--- src/rtl/ws2812_pkg.sv ---
// Shared types and helpers for the WS2812 strip driver.
package ws2812_pkg;

  // Transmit FSM states.
  typedef enum logic [2:0] {
    StIdle,
    StLoad,
    StBitHi,
    StBitLo,
    StLatch,
    StDone
  } state_e;

  // COLOR_ORDER encodings: byte order on the wire.
  localparam int unsigned ColorGrb = 0;
  localparam int unsigned ColorRgb = 1;

  // floor(f_clk * ns / 1e9); 64-bit product so large clocks cannot overflow.
  function automatic int unsigned ns_to_cycles(input int unsigned f_clk, input int unsigned ns);
    longint unsigned prod;
    prod = 64'(f_clk) * 64'(ns);
    return 32'(prod / 64'd1_000_000_000);
  endfunction

  function automatic int unsigned us_to_cycles(input int unsigned f_clk, input int unsigned us);
    return ns_to_cycles(f_clk, us * 32'd1000);
  endfunction

  // Reorder a {R,G,B} pixel into the byte order sent on the wire.
  function automatic logic [23:0] wire_order(input logic [23:0] rgb, input int unsigned order);
    if (order == ColorRgb) return rgb;
    return {rgb[15:8], rgb[23:16], rgb[7:0]};
  endfunction

endpackage

--- src/rtl/ws2812_pixel_ram.sv ---
// Pixel store: one write port, one synchronous read port with one cycle of latency.
// Contents are deliberately not reset.
module ws2812_pixel_ram #(
  parameter int unsigned Depth = 8,
  parameter int unsigned AddrW = 3
) (
  input  logic             clk,
  input  logic             we,
  input  logic [AddrW-1:0] waddr,
  input  logic [23:0]      wdata,
  input  logic [AddrW-1:0] raddr,
  output logic [23:0]      rdata
);

  logic [23:0] mem [Depth];

  // Write and registered read; a read of the address being written returns old data.
  always_ff @(posedge clk) begin
    if (we) mem[waddr] <= wdata;
    rdata <= mem[raddr];
  end

endmodule

--- src/rtl/ws2812_strip_driver.sv ---
// WS2812 strip driver: serialises N_LEDS pixels from a local RAM onto dout, then holds
// the line low for the latch period. All outputs are registered off the FSM state.
module ws2812_strip_driver
  import ws2812_pkg::*;
#(
  parameter int unsigned F_CLK       = 50_000_000,
  parameter int unsigned N_LEDS      = 8,
  parameter int unsigned T0H_NS      = 400,
  parameter int unsigned T1H_NS      = 800,
  parameter int unsigned TBIT_NS     = 1250,
  parameter int unsigned TRESET_US   = 80,
  parameter int unsigned COLOR_ORDER = 0,
  localparam int unsigned AW         = (N_LEDS > 1) ? $clog2(N_LEDS) : 1
) (
  input  logic          clk,
  input  logic          rst_n,
  input  logic          wr_en,
  input  logic [AW-1:0] wr_addr,
  input  logic [23:0]   wr_data,
  output logic          wr_err,
  input  logic          start,
  output logic          busy,
  output logic          done,
  output logic          latching,
  output logic          dout
);

  localparam int unsigned T0hCyc    = ns_to_cycles(F_CLK, T0H_NS);
  localparam int unsigned T1hCyc    = ns_to_cycles(F_CLK, T1H_NS);
  localparam int unsigned TbitCyc   = ns_to_cycles(F_CLK, TBIT_NS);
  localparam int unsigned TresetCyc = us_to_cycles(F_CLK, TRESET_US);
  localparam int unsigned CntMax    = (TresetCyc > TbitCyc) ? TresetCyc : TbitCyc;
  localparam int unsigned CntW      = (CntMax > 1) ? $clog2(CntMax) : 1;

  localparam logic [CntW-1:0] T0hLast    = CntW'(T0hCyc - 1);
  localparam logic [CntW-1:0] T1hLast    = CntW'(T1hCyc - 1);
  localparam logic [CntW-1:0] TbitLast   = CntW'(TbitCyc - 1);
  localparam logic [CntW-1:0] TresetLast = CntW'(TresetCyc - 1);
  localparam logic [AW-1:0]   PixLast    = AW'(N_LEDS - 1);
  localparam logic [AW:0]     NLedsW     = (AW + 1)'(N_LEDS);

  if (T0hCyc == 0 || T1hCyc == 0 || T1hCyc >= TbitCyc || T0hCyc >= TbitCyc ||
      TresetCyc == 0 || N_LEDS < 1 || N_LEDS > 1024) begin : g_bad_params
    $error("ws2812_strip_driver: invalid timing or size parameters");
  end

  state_e          state_q, state_d;
  logic [CntW-1:0] cnt_q, cnt_d;
  logic [4:0]      bit_q, bit_d;
  logic [AW-1:0]   pix_q, pix_d;
  logic [23:0]     shreg_q, shreg_d;
  logic [1:0]      run_q;
  logic            dout_q, latching_q, done_q, wr_err_q;
  logic [AW-1:0]   rd_addr;
  logic [23:0]     rd_data;
  logic            wr_ok;
  logic [CntW-1:0] hi_last;

  // Reset deassertion synchroniser; the FSM may only leave idle once run_q[1] is set.
  always_ff @(posedge clk or negedge rst_n) begin
    if (!rst_n) run_q <= '0;
    else        run_q <= {run_q[0], 1'b1};
  end

  // Busy spans the registered done pulse, which lands one cycle after the FSM's DONE state.
  assign busy  = (state_q != StIdle) | done_q;
  assign wr_ok = ({1'b0, wr_addr} < NLedsW) & ~busy;

  ws2812_pixel_ram #(
    .Depth(N_LEDS),
    .AddrW(AW)
  ) u_ram (
    .clk  (clk),
    .we   (wr_en & wr_ok),
    .waddr(wr_addr),
    .wdata(wr_data),
    .raddr(rd_addr),
    .rdata(rd_data)
  );

  // Read pixel 0 while idle, otherwise prefetch the next pixel for a gapless boundary.
  always_comb begin
    rd_addr = '0;
    if (state_q != StIdle && pix_q != PixLast) rd_addr = pix_q + AW'(1);
  end

  // FSM state and datapath registers.
  always_ff @(posedge clk or negedge rst_n) begin
    if (!rst_n) begin
      state_q <= StIdle;
      cnt_q   <= '0;
      bit_q   <= '0;
      pix_q   <= '0;
      shreg_q <= '0;
    end else begin
      state_q <= state_d;
      cnt_q   <= cnt_d;
      bit_q   <= bit_d;
      pix_q   <= pix_d;
      shreg_q <= shreg_d;
    end
  end

  // Next-state logic; cnt counts cycles within the current bit period or latch period.
  always_comb begin
    state_d = state_q;
    cnt_d   = cnt_q;
    bit_d   = bit_q;
    pix_d   = pix_q;
    shreg_d = shreg_q;
    hi_last = shreg_q[23] ? T1hLast : T0hLast;
    unique case (state_q)
      StIdle: begin
        cnt_d = '0;
        bit_d = '0;
        pix_d = '0;
        if (start && run_q[1] && !done_q) state_d = StLoad;
      end
      StLoad: begin
        shreg_d = wire_order(rd_data, COLOR_ORDER);
        cnt_d   = '0;
        state_d = StBitHi;
      end
      StBitHi: begin
        cnt_d = cnt_q + CntW'(1);
        if (cnt_q == hi_last) state_d = StBitLo;
      end
      StBitLo: begin
        if (cnt_q == TbitLast) begin
          cnt_d = '0;
          if (bit_q == 5'd23) begin
            bit_d = '0;
            if (pix_q == PixLast) begin
              state_d = StLatch;
            end else begin
              pix_d   = pix_q + AW'(1);
              shreg_d = wire_order(rd_data, COLOR_ORDER);
              state_d = StBitHi;
            end
          end else begin
            bit_d   = bit_q + 5'd1;
            shreg_d = {shreg_q[22:0], 1'b0};
            state_d = StBitHi;
          end
        end else begin
          cnt_d = cnt_q + CntW'(1);
        end
      end
      StLatch: begin
        if (cnt_q == TresetLast) begin
          cnt_d   = '0;
          state_d = StDone;
        end else begin
          cnt_d = cnt_q + CntW'(1);
        end
      end
      StDone: begin
        state_d = StIdle;
      end
      default: begin
        state_d = StIdle;
      end
    endcase
  end

  // Registered outputs: glitch-free line drive and strobes aligned with it.
  always_ff @(posedge clk or negedge rst_n) begin
    if (!rst_n) begin
      dout_q     <= 1'b0;
      latching_q <= 1'b0;
      done_q     <= 1'b0;
      wr_err_q   <= 1'b0;
    end else begin
      dout_q     <= (state_q == StBitHi);
      latching_q <= (state_q == StLatch);
      done_q     <= (state_q == StDone);
      wr_err_q   <= wr_en & ~wr_ok;
    end
  end

  assign dout     = dout_q;
  assign latching = latching_q;
  assign done     = done_q;
  assign wr_err   = wr_err_q;

endmodule

--- config.mk ---
export PLATFORM = sky130hd
export DESIGN_NAME = ws2812_strip_driver
export DESIGN_NICKNAME = d
export VERILOG_FILES = /design/src/rtl/ws2812_pkg.sv /design/src/rtl/ws2812_pixel_ram.sv /design/src/rtl/ws2812_strip_driver.sv
export SDC_FILE = /design/constraint.sdc
export NUM_CORES = 1
export LEC_CHECK = 0
export ABC_AREA = 1
export CELL_PAD_IN_SITES_DETAIL_PLACEMENT = 0
export CELL_PAD_IN_SITES_GLOBAL_PLACEMENT = 1
export CORE_MARGIN = 2
export CORE_UTILIZATION = 40
export DETAILED_ROUTE_END_ITERATION = 12
export PLACE_DENSITY = 0.74
export SETUP_SLACK_MARGIN = 0.2
export SYNTH_ARGS = -nofsm -noshare
export SYNTH_HDL_FRONTEND = slang
export SYNTH_SLANG_ARGS = --single-unit
--- constraint.sdc ---
create_clock -name clk -period 4 [get_ports clk]
set_input_delay 0.8 -clock clk [delete_from_list [all_inputs] [get_ports clk]]
set_output_delay 0.8 -clock clk [all_outputs]
set_load 0.01 [all_outputs]
Fig. 1: wires at chosen ports, followed through buffers
The bar under the picture is 50 um long.
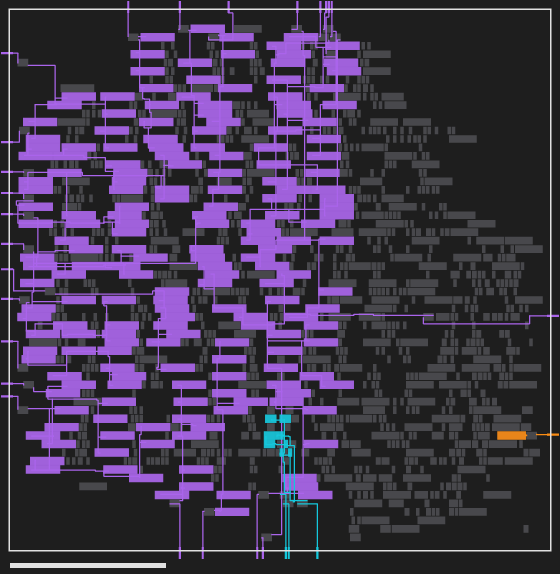
Key: cyan = wr_addr [bits 3, direction input, edge bottom, end cells 9, buffers 3, wire 154 um]; orange = latching [bits 1, direction output, edge right, end cells 1, buffers 1, wire 4.80 um]; purple = wr_data [bits 24, direction input, edge 11 left, 8 top, 4 bottom, 1 right, end cells 192, buffers 24, wire 2320 um]

Fig. 2: cell classes on the final placement
Fill, decap, tap and diode cells in grey.
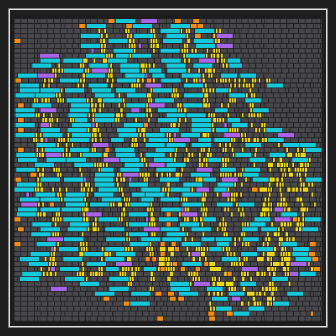
Key: yellow = combinational and other logic [cells 878]; purple = clock drivers and dummy loads [cells 54]; cyan = flops [cells 269]; orange = other buffers and delay cells [cells 54]

Fig. 3: routed metal, one colour a layer
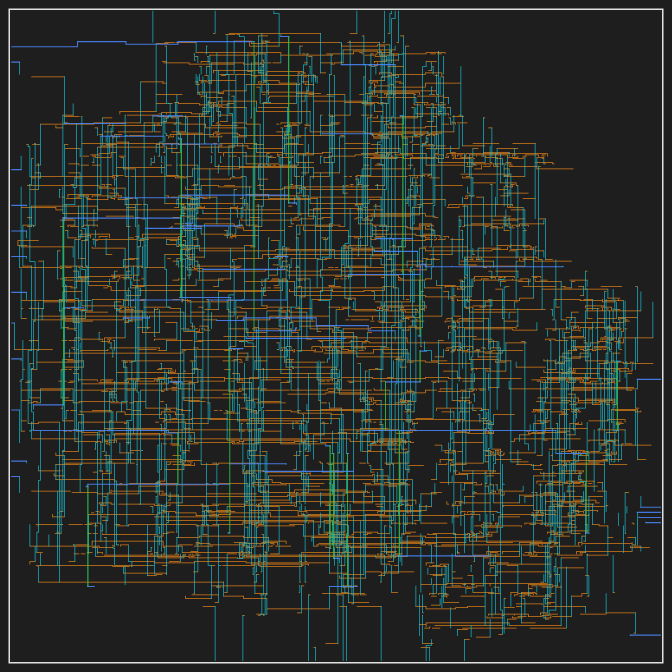
Key: green = metal 4 [wire length 544 um]; cyan = metal 2 [wire length 11500 um]; orange = metal 1 [wire length 11100 um]; blue = metal 3 [wire length 831 um]
overall fraction of global-route tracks in use: 16.2%
average wire per cell in the routed design: 14.7 um
via count: 7508
wire length reported by the detailed router: 23900 um

-- through the flow --
| stage | utilization, % | instance area (um^2) | power (mW) |
|---|---|---|---|
| finish | 47.1 | 13200 | 9.41 |
| global route | 47.1 | 13200 | 10.1 |
| CTS | 47.1 | 13200 | 9.54 |
| detailed placement | 43.7 | 12200 | 6.87 |
| global placement | 43.7 | 12200 | 6.85 |
| floorplan | - | 11500 | 6.03 |
-- metal layers --
metal	global-route usage [%]	share of wire (%)
met4	4.38	2.3
met1	21.7	46
met5	0	0
met2	27.6	48
met3	2.15	3.5
-- flip-flops by register name, indices dropped and copies added (netlist names) --
register / flops
u_ram.mem: 192
shreg_q: 24
u_ram.rdata: 24
cnt_q: 12
bit_q: 5
pix_q: 3
state_q: 3
run_q: 2
done: 1
dout: 1
latching: 1
wr_err: 1
-- cell type report --
cell class | instances | area (um^2)
repair buffers | 54 | 488
well taps | 378 | 473
inverters | 163 | 612
multi-input cells | 715 | 3090
clock inverters | 8 | 80.1
flip-flops and latches | 269 | 7570
clock buffers | 46 | 881
fillers | 2654 | 14800
-- power by group through the flow --
stage	clock (mW)	sequential, mW	combinational [mW]
2_1_floorplan	0	3.55	2.49
3_3_place_gp	0	3.61	3.24
3_5_place_dp	0	3.62	3.26
4_1_cts	2.70	3.56	3.27
5_1_grt	2.82	3.59	3.72
6_report	2.64	3.56	3.21
-- cells by family after synthesis --
kind of cell / count (synthesis) / synth area share [%]
AND/OR/NAND/NOR: 655 / 22.9
adder cells (fa/ha/maj): 5 / 0.546
buffers and inverters: 206 / 7.38
flip-flops: 269 / 66.0
other: 1 / 0.0327
XOR/XNOR: 7 / 0.535
AND-OR/OR-AND: 47 / 2.62
==> results.md <==
| Parameter | Value |
| --- | --- |
| Result of the run | complete, no violations |
| Number of enable flip-flop cells | 192 |
| Flop-to-flop setup slack | 1.39 ns |
| Cell count in the Yosys report | 1190 |
| Delay-heaviest family, CP | buffers and inverters |
| Most common logic cell in the routed design | sky130_fd_sc_hd__nand2_1 |
| Number of global-route vias before repair | 7317 |
| Critical Path AT | 2.11 ns |
| Number of maximum-capacitance constraint violations | 0 |
| Proportion of register bits with asynchronous set or reset after synthesis | 19.7% |
| Post-CTS sizing | 0 |
| Launch instance of the worst register-to-register path | pix_q[0] |
| Power share of the clock group | 28.0% |
| Antenna-violating nets left | 0 |
| Mapped cell area | 11500 um^2 |
| RSZ-0062 raised after global routing | no |
| Power Density | 713 nW/um^2 |
| Tool Warnings | 27 |
| Final-report hold violation count | 0 |
| Reg power frac | 37.9% |
| Top FF cell, synth | sky130_fd_sc_hd__edfxtp_1 |
| Depth of the most critical reg-to-reg path | 11 |
| Cell Rows | 61 |
| Post-route setup slack | 1.09 ns |
| Psw | 3.47 mW |
| Final Max Slew Viols | 0 |
| Global-route wire length before repair | 38900 um |
| Area figure in the yosys stat output | 11500 um^2 |
| CP peak stage delay | 0.51 ns |
Power and IR drop assume default switching activity.
